===== config.mk =====
export PLATFORM = sky130hd
export DESIGN_NAME = uart_boot_ctrl_flat
export DESIGN_NICKNAME = d
export VERILOG_FILES = /design/src/rtl/uart_boot_ctrl_if.sv /design/src/rtl/uart_boot_ctrl.sv /design/src/flat_wrapper.sv
export SDC_FILE = /design/constraint.sdc
export NUM_CORES = 1
export LEC_CHECK = 0
export CAP_MARGIN = 5
export CORE_MARGIN = 4
export CORE_UTILIZATION = 50
export CTS_CLUSTER_DIAMETER = 200
export DETAILED_ROUTE_END_ITERATION = 8
export GPL_ROUTABILITY_DRIVEN = 1
export PLACE_DENSITY_LB_ADDON = 0.1
export SETUP_SLACK_MARGIN = 0.2
export SLEW_MARGIN = 0
export SYNTH_ARGS = -nofsm -noshare
export SYNTH_HDL_FRONTEND = slang
export SYNTH_SLANG_ARGS = --single-unit

===== constraint.sdc =====
create_clock -name clk -period 2.7 [get_ports clk]
set_input_delay 0.405 -clock clk [delete_from_list [all_inputs] [get_ports clk]]
set_output_delay 0.405 -clock clk [all_outputs]
set_load 0.02 [all_outputs]

===== src/rtl/uart_boot_ctrl_if.sv =====
// Word-write bus: address, data and a single-cycle write strobe.
// Serves as both the UART front-end stream and the instruction-memory write port.
interface uart_boot_ctrl_if #(
  parameter int ADDR_WIDTH = 8,
  parameter int DATA_WIDTH = 16
);
  logic [ADDR_WIDTH-1:0] addr;
  logic [DATA_WIDTH-1:0] data;
  logic                  we;

  modport master (output addr, output data, output we);
  modport slave  (input  addr, input  data, input  we);
endinterface


===== src/rtl/uart_boot_ctrl.sv =====
// Boot-load controller: validates the front-end word stream, forwards it to instruction
// memory, holds the cores in reset while loading and releases them after the end marker.
module uart_boot_ctrl #(
  parameter int                    ADDR_WIDTH     = 8,
  parameter int                    DATA_WIDTH     = 16,
  parameter logic [DATA_WIDTH-1:0] END_WORD       = 16'hFFFF,
  parameter int                    RELEASE_CYCLES = 16,
  parameter int                    TIMEOUT_CYCLES = 1000000
) (
  input  logic                  clk,
  input  logic                  reset,
  uart_boot_ctrl_if.slave       prog,
  uart_boot_ctrl_if.master      mem,
  output logic                  cpu_reset,
  output logic                  boot_done,
  output logic                  err,
  output logic [1:0]            err_code,
  output logic [ADDR_WIDTH:0]   word_count,
  output logic [DATA_WIDTH-1:0] checksum
);

  localparam int TW = $clog2(TIMEOUT_CYCLES);
  localparam int RW = $clog2(RELEASE_CYCLES + 1);
  // The idle counter is cleared by the accepting edge, so the error edge is the one
  // at which it would step to TIMEOUT_CYCLES-1.
  localparam logic [TW-1:0] IDLE_LAST = TW'(TIMEOUT_CYCLES - 2);

  typedef enum logic [1:0] {S_IDLE, S_LOAD, S_DRAIN, S_ERR} state_e;
  typedef enum logic [1:0] {E_NONE, E_SEQ, E_OVF, E_TMO} err_e;

  state_e                state;
  logic [TW-1:0]         idle_cnt;
  logic [RW-1:0]         rel_cnt;
  logic                  mem_we_q;
  logic [ADDR_WIDTH-1:0] mem_addr_q;
  logic [DATA_WIDTH-1:0] mem_data_q;

  assign mem.we   = mem_we_q;
  assign mem.addr = mem_addr_q;
  assign mem.data = mem_data_q;

  logic wr, start, seq_ok, full;
  assign wr     = prog.we && (prog.data != END_WORD);
  assign start  = wr && (prog.addr == '0);
  assign seq_ok = prog.addr == word_count[ADDR_WIDTH-1:0];
  assign full   = word_count[ADDR_WIDTH];

  logic do_start, do_accept, do_drain, do_release, do_err;
  err_e err_next;

  // NOTE: every decode output gets a default first so no path leaves one unassigned (no latch).
  always_comb begin
    do_start   = 1'b0;
    do_accept  = 1'b0;
    do_drain   = 1'b0;
    do_release = 1'b0;
    do_err     = 1'b0;
    err_next   = E_NONE;
    case (state)
      S_IDLE: begin
        if (start) do_start = 1'b1;
        else if (wr) begin do_err = 1'b1; err_next = E_SEQ; end
      end
      S_LOAD: begin
        if (wr) begin
          if (full)        begin do_err = 1'b1; err_next = E_OVF; end
          else if (seq_ok) do_accept = 1'b1;
          else             begin do_err = 1'b1; err_next = E_SEQ; end
        end else if (prog.we) begin
          do_drain = 1'b1;
        end else if (idle_cnt == IDLE_LAST) begin
          do_err = 1'b1; err_next = E_TMO;
        end
      end
      S_DRAIN: begin
        // An ignored END_WORD is not a write here, so the countdown proceeds.
        if (start) do_start = 1'b1;
        else if (wr) begin do_err = 1'b1; err_next = E_SEQ; end
        else if (rel_cnt == '0) do_release = 1'b1;
      end
      S_ERR: begin
        if (start) do_start = 1'b1;
      end
      default: ;
    endcase
  end

  // NOTE: sequential state uses non-blocking assignments; later assignments in the block
  // override the default counter steps, which is how a write beats a counter event.
  always_ff @(posedge clk or negedge reset) begin
    if (!reset) begin
      state      <= S_IDLE;
      idle_cnt   <= '0;
      rel_cnt    <= '0;
      mem_we_q   <= 1'b0;
      mem_addr_q <= '0;
      mem_data_q <= '0;
      cpu_reset  <= 1'b0;
      boot_done  <= 1'b0;
      err        <= 1'b0;
      err_code   <= E_NONE;
      word_count <= '0;
      checksum   <= '0;
    end else begin
      mem_we_q  <= 1'b0;
      boot_done <= 1'b0;
      if (state == S_LOAD)  idle_cnt <= idle_cnt + TW'(1);
      if (state == S_DRAIN) rel_cnt  <= rel_cnt - RW'(1);

      if (do_start) begin
        state      <= S_LOAD;
        cpu_reset  <= 1'b1;
        err        <= 1'b0;
        err_code   <= E_NONE;
        word_count <= (ADDR_WIDTH+1)'(1);
        checksum   <= prog.data;
        mem_we_q   <= 1'b1;
        mem_addr_q <= prog.addr;
        mem_data_q <= prog.data;
        idle_cnt   <= '0;
      end
      if (do_accept) begin
        word_count <= word_count + (ADDR_WIDTH+1)'(1);
        checksum   <= checksum + prog.data;
        mem_we_q   <= 1'b1;
        mem_addr_q <= prog.addr;
        mem_data_q <= prog.data;
        idle_cnt   <= '0;
      end
      if (do_drain) begin
        state   <= S_DRAIN;
        rel_cnt <= RW'(RELEASE_CYCLES - 1);
      end
      if (do_err) begin
        state     <= S_ERR;
        cpu_reset <= 1'b1;
        err       <= 1'b1;
        err_code  <= err_next;
      end
      if (do_release) begin
        state     <= S_IDLE;
        cpu_reset <= 1'b0;
        boot_done <= 1'b1;
      end
    end
  end

endmodule


===== src/flat_wrapper.sv =====
// flat-port wrapper written by rule: the top's interface ports become plain ports
module uart_boot_ctrl_flat 
#(
  parameter int                    ADDR_WIDTH     = 8,
  parameter int                    DATA_WIDTH     = 16,
  parameter logic [DATA_WIDTH-1:0] END_WORD       = 16'hFFFF,
  parameter int                    RELEASE_CYCLES = 16,
  parameter int                    TIMEOUT_CYCLES = 1000000
)
  (clk, reset, cpu_reset, boot_done, err, err_code, word_count, checksum, prog_addr, prog_data, prog_we, mem_addr, mem_data, mem_we);
  uart_boot_ctrl_if #(.ADDR_WIDTH(ADDR_WIDTH), .DATA_WIDTH(DATA_WIDTH)) prog_i ();
  uart_boot_ctrl_if #(.ADDR_WIDTH(ADDR_WIDTH), .DATA_WIDTH(DATA_WIDTH)) mem_i ();
  input  logic clk;
  input  logic reset;
  output logic cpu_reset;
  output logic boot_done;
  output logic err;
  output logic [1:0] err_code;
  output logic [ADDR_WIDTH:0] word_count;
  output logic [DATA_WIDTH-1:0] checksum;
  input wire logic [$bits(prog_i.addr)-1:0] prog_addr;
  input wire logic [$bits(prog_i.data)-1:0] prog_data;
  input wire logic [$bits(prog_i.we)-1:0] prog_we;
  output wire logic [$bits(mem_i.addr)-1:0] mem_addr;
  output wire logic [$bits(mem_i.data)-1:0] mem_data;
  output wire logic [$bits(mem_i.we)-1:0] mem_we;
  assign prog_i.addr = prog_addr;
  assign prog_i.data = prog_data;
  assign prog_i.we = prog_we;
  assign mem_addr = mem_i.addr;
  assign mem_data = mem_i.data;
  assign mem_we = mem_i.we;
  uart_boot_ctrl #(.ADDR_WIDTH(ADDR_WIDTH), .DATA_WIDTH(DATA_WIDTH), .END_WORD(END_WORD), .RELEASE_CYCLES(RELEASE_CYCLES), .TIMEOUT_CYCLES(TIMEOUT_CYCLES)) u_core (.clk(clk), .reset(reset), .prog(prog_i), .mem(mem_i), .cpu_reset(cpu_reset), .boot_done(boot_done), .err(err), .err_code(err_code), .word_count(word_count), .checksum(checksum));
endmodule

Placed standard cells:
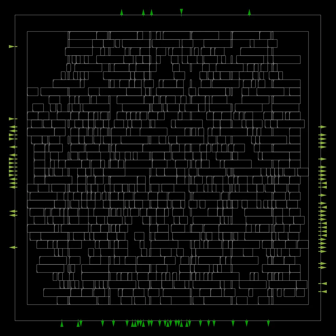
FF+latch count: 82
Fillers: 753
fin cells: 721

Placement by cell class:
Fill, decap, tap and diode cells in gray.
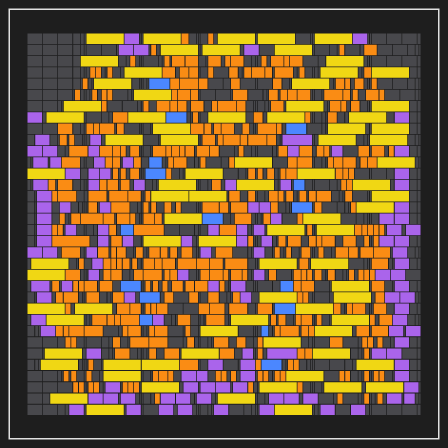
- combinational and other logic: orange (cells 390; share of their area 42%)
- remaining buffers and delay cells: purple (cells 125; share of their area 20%)
- clock drivers and dummy loads: blue (cells 16; share of their area 3.2%)
- sequential cells: yellow (cells 82; share of their area 35%)
Util after Layout: 0.677
Rows: 34
core area: 0.00881 mm^2

==> impl_metrics.py <==
# Flow results
metrics = {
    "worst_setup_path": {
        "slowest_delay_ns": 0.48,
        "crit_arrival_ns": 2.64,
        "cp_top_family": "AND-OR/OR-AND gates",
        "crit_path_end_kind": "register",
        "crit_fanout": 4,
    },
    "synthesis": {
        "fp_nets": 539,
        "ys_cells": 492,
        "ys_types": 55,
        "ys_chip_area_mm2": 0.00456,
        "ys_warn_count": 0,
        "synth_cells": 492,
        "topCellsByArea": "dfrtp_1 (45%), nand2_1 (9.1%), ha_1 (5.2%)",
        "postSynthSeqShare": 0.450,
        "yosysTopAreaCell": "dfrtp_1",
    },
    "clocking": {
        "cts_tree": "done",
        "cts-root-buf": "clkbuf_8",
        "cts_max_path_buffers": 2,
        "h-tree-depth": 3,
        "postCtsHoldBufs": 0,
    },
    "grt": {
        "met2_usage": 0.375,
        "grt_max_degree": 55,
        "grtUsageMet3": 0.0429,
        "grt_pass1_vias": 4182,
    },
    "final_timing": {
        "fin_skew_ns": 0.0173,
        "slew_viol_final": 0,
        "max_clock_freq_ghz": 0.417,
        "post-route-min-period_ns": 2.40,
    },
    "placement": {
        "place_area_mm2": 0.00573,
        "place_congestion": 0.847,
    },
    "die": {
        "fp_util": 0.518,
        "die_h_um": 104,
        "die_width_um": 104,
    },
    "power": {
        "p_total_uw": 3010,
        "peakVddDrop_mv": 0.243,
        "p_int_uw": 2060,
        "p_sw_uw": 950,
        "pg_comb_uw": 703,
        "pg_seq_uw": 1480,
    },
    "run_status": {
        "status": "complete, no violations",
    },
    "job": {
        "warnings": 28,
    },
    "finish": {
        "nNetsFinal": 655,
        "drive_above_1_share": 0.135,
        "lay_top_cells": "nand2_1 (111), dfrtp_1 (82), clkdlybuf4s50_1 (79)",
    },
    "detailed_routing": {
        "ant_nets": 0,
        "drc": 0,
        "drt_iter0_drc": 141,
        "vias": 3975,
    },
    "worst_hold_path": {
        "min_path_type": "in2async",
    },
}
Routed metal per tile:
The bar under the picture is 20 um long. The die is cut into 21 by 21 equal tiles; black is low, pale yellow is high, scaled to the fullest tile. Values are wire area over tile area, all layers added.
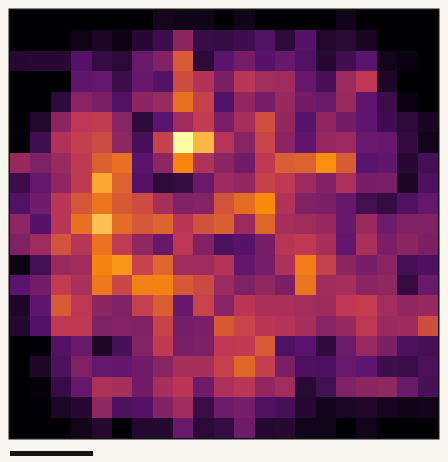
- nearly empty tiles: 11%
- tiles over half the peak: 18%
- mean over tiles: 0.17
- fullest tile: 0.54

Close-up of the layout:
The bar under the picture is 20 um long. Region (1, 1) to (51, 51) um. Cells in gray, sequential cells in the stronger gray; small squares are vias.
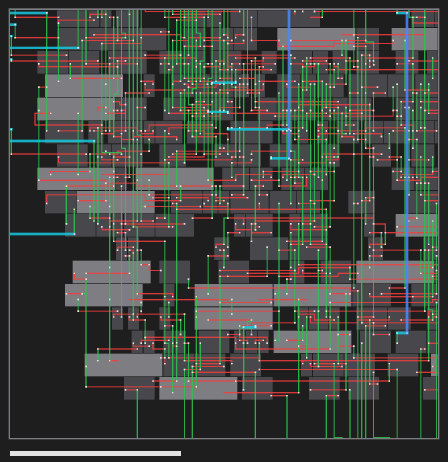
- metal 2: green
- metal 4: blue
- metal 1: red
- metal 3: cyan
- netlist names of flops here include: u_core.checksum (10), u_core.mem.data (7)
- sequential cells in the window: 17
- most frequent: nand2_1 (33), clkdlybuf4s50_1 (23), dfrtp_1 (17)
- cells with their middle in the window: 164

## cell type report
type	count	area (um^2)
sequential	82	2050
inverter	9	33.8
clock buffer	10	138
clock inverter	6	47.5
timing repair buffer	125	1170
multi-input combinational	381	2390
fill	753	2840
tap	108	135
## path summary, 6_finish.rpt
path                                              to  slack [ns]
worst max-delay path             u_core.checksum[15]        0.30
worst min-delay path              u_core.mem.addr[0]        0.09
worst max register to register   u_core.checksum[15]        0.40
worst min register to register    u_core.mem.data[8]        0.48
max in group asynchronous       u_core.word_count[1]        2.00
min in group clk                  u_core.mem.data[8]        0.48
## cells by family after synthesis
kind of cell | count (synthesis)
simple gates | 223
flops | 82
compound gates | 80
xor+xnor | 43
buf+inv | 29
fa+ha+maj | 20
mux | 15
Power figures rest on the tool's default switching activity, not on a simulated workload.
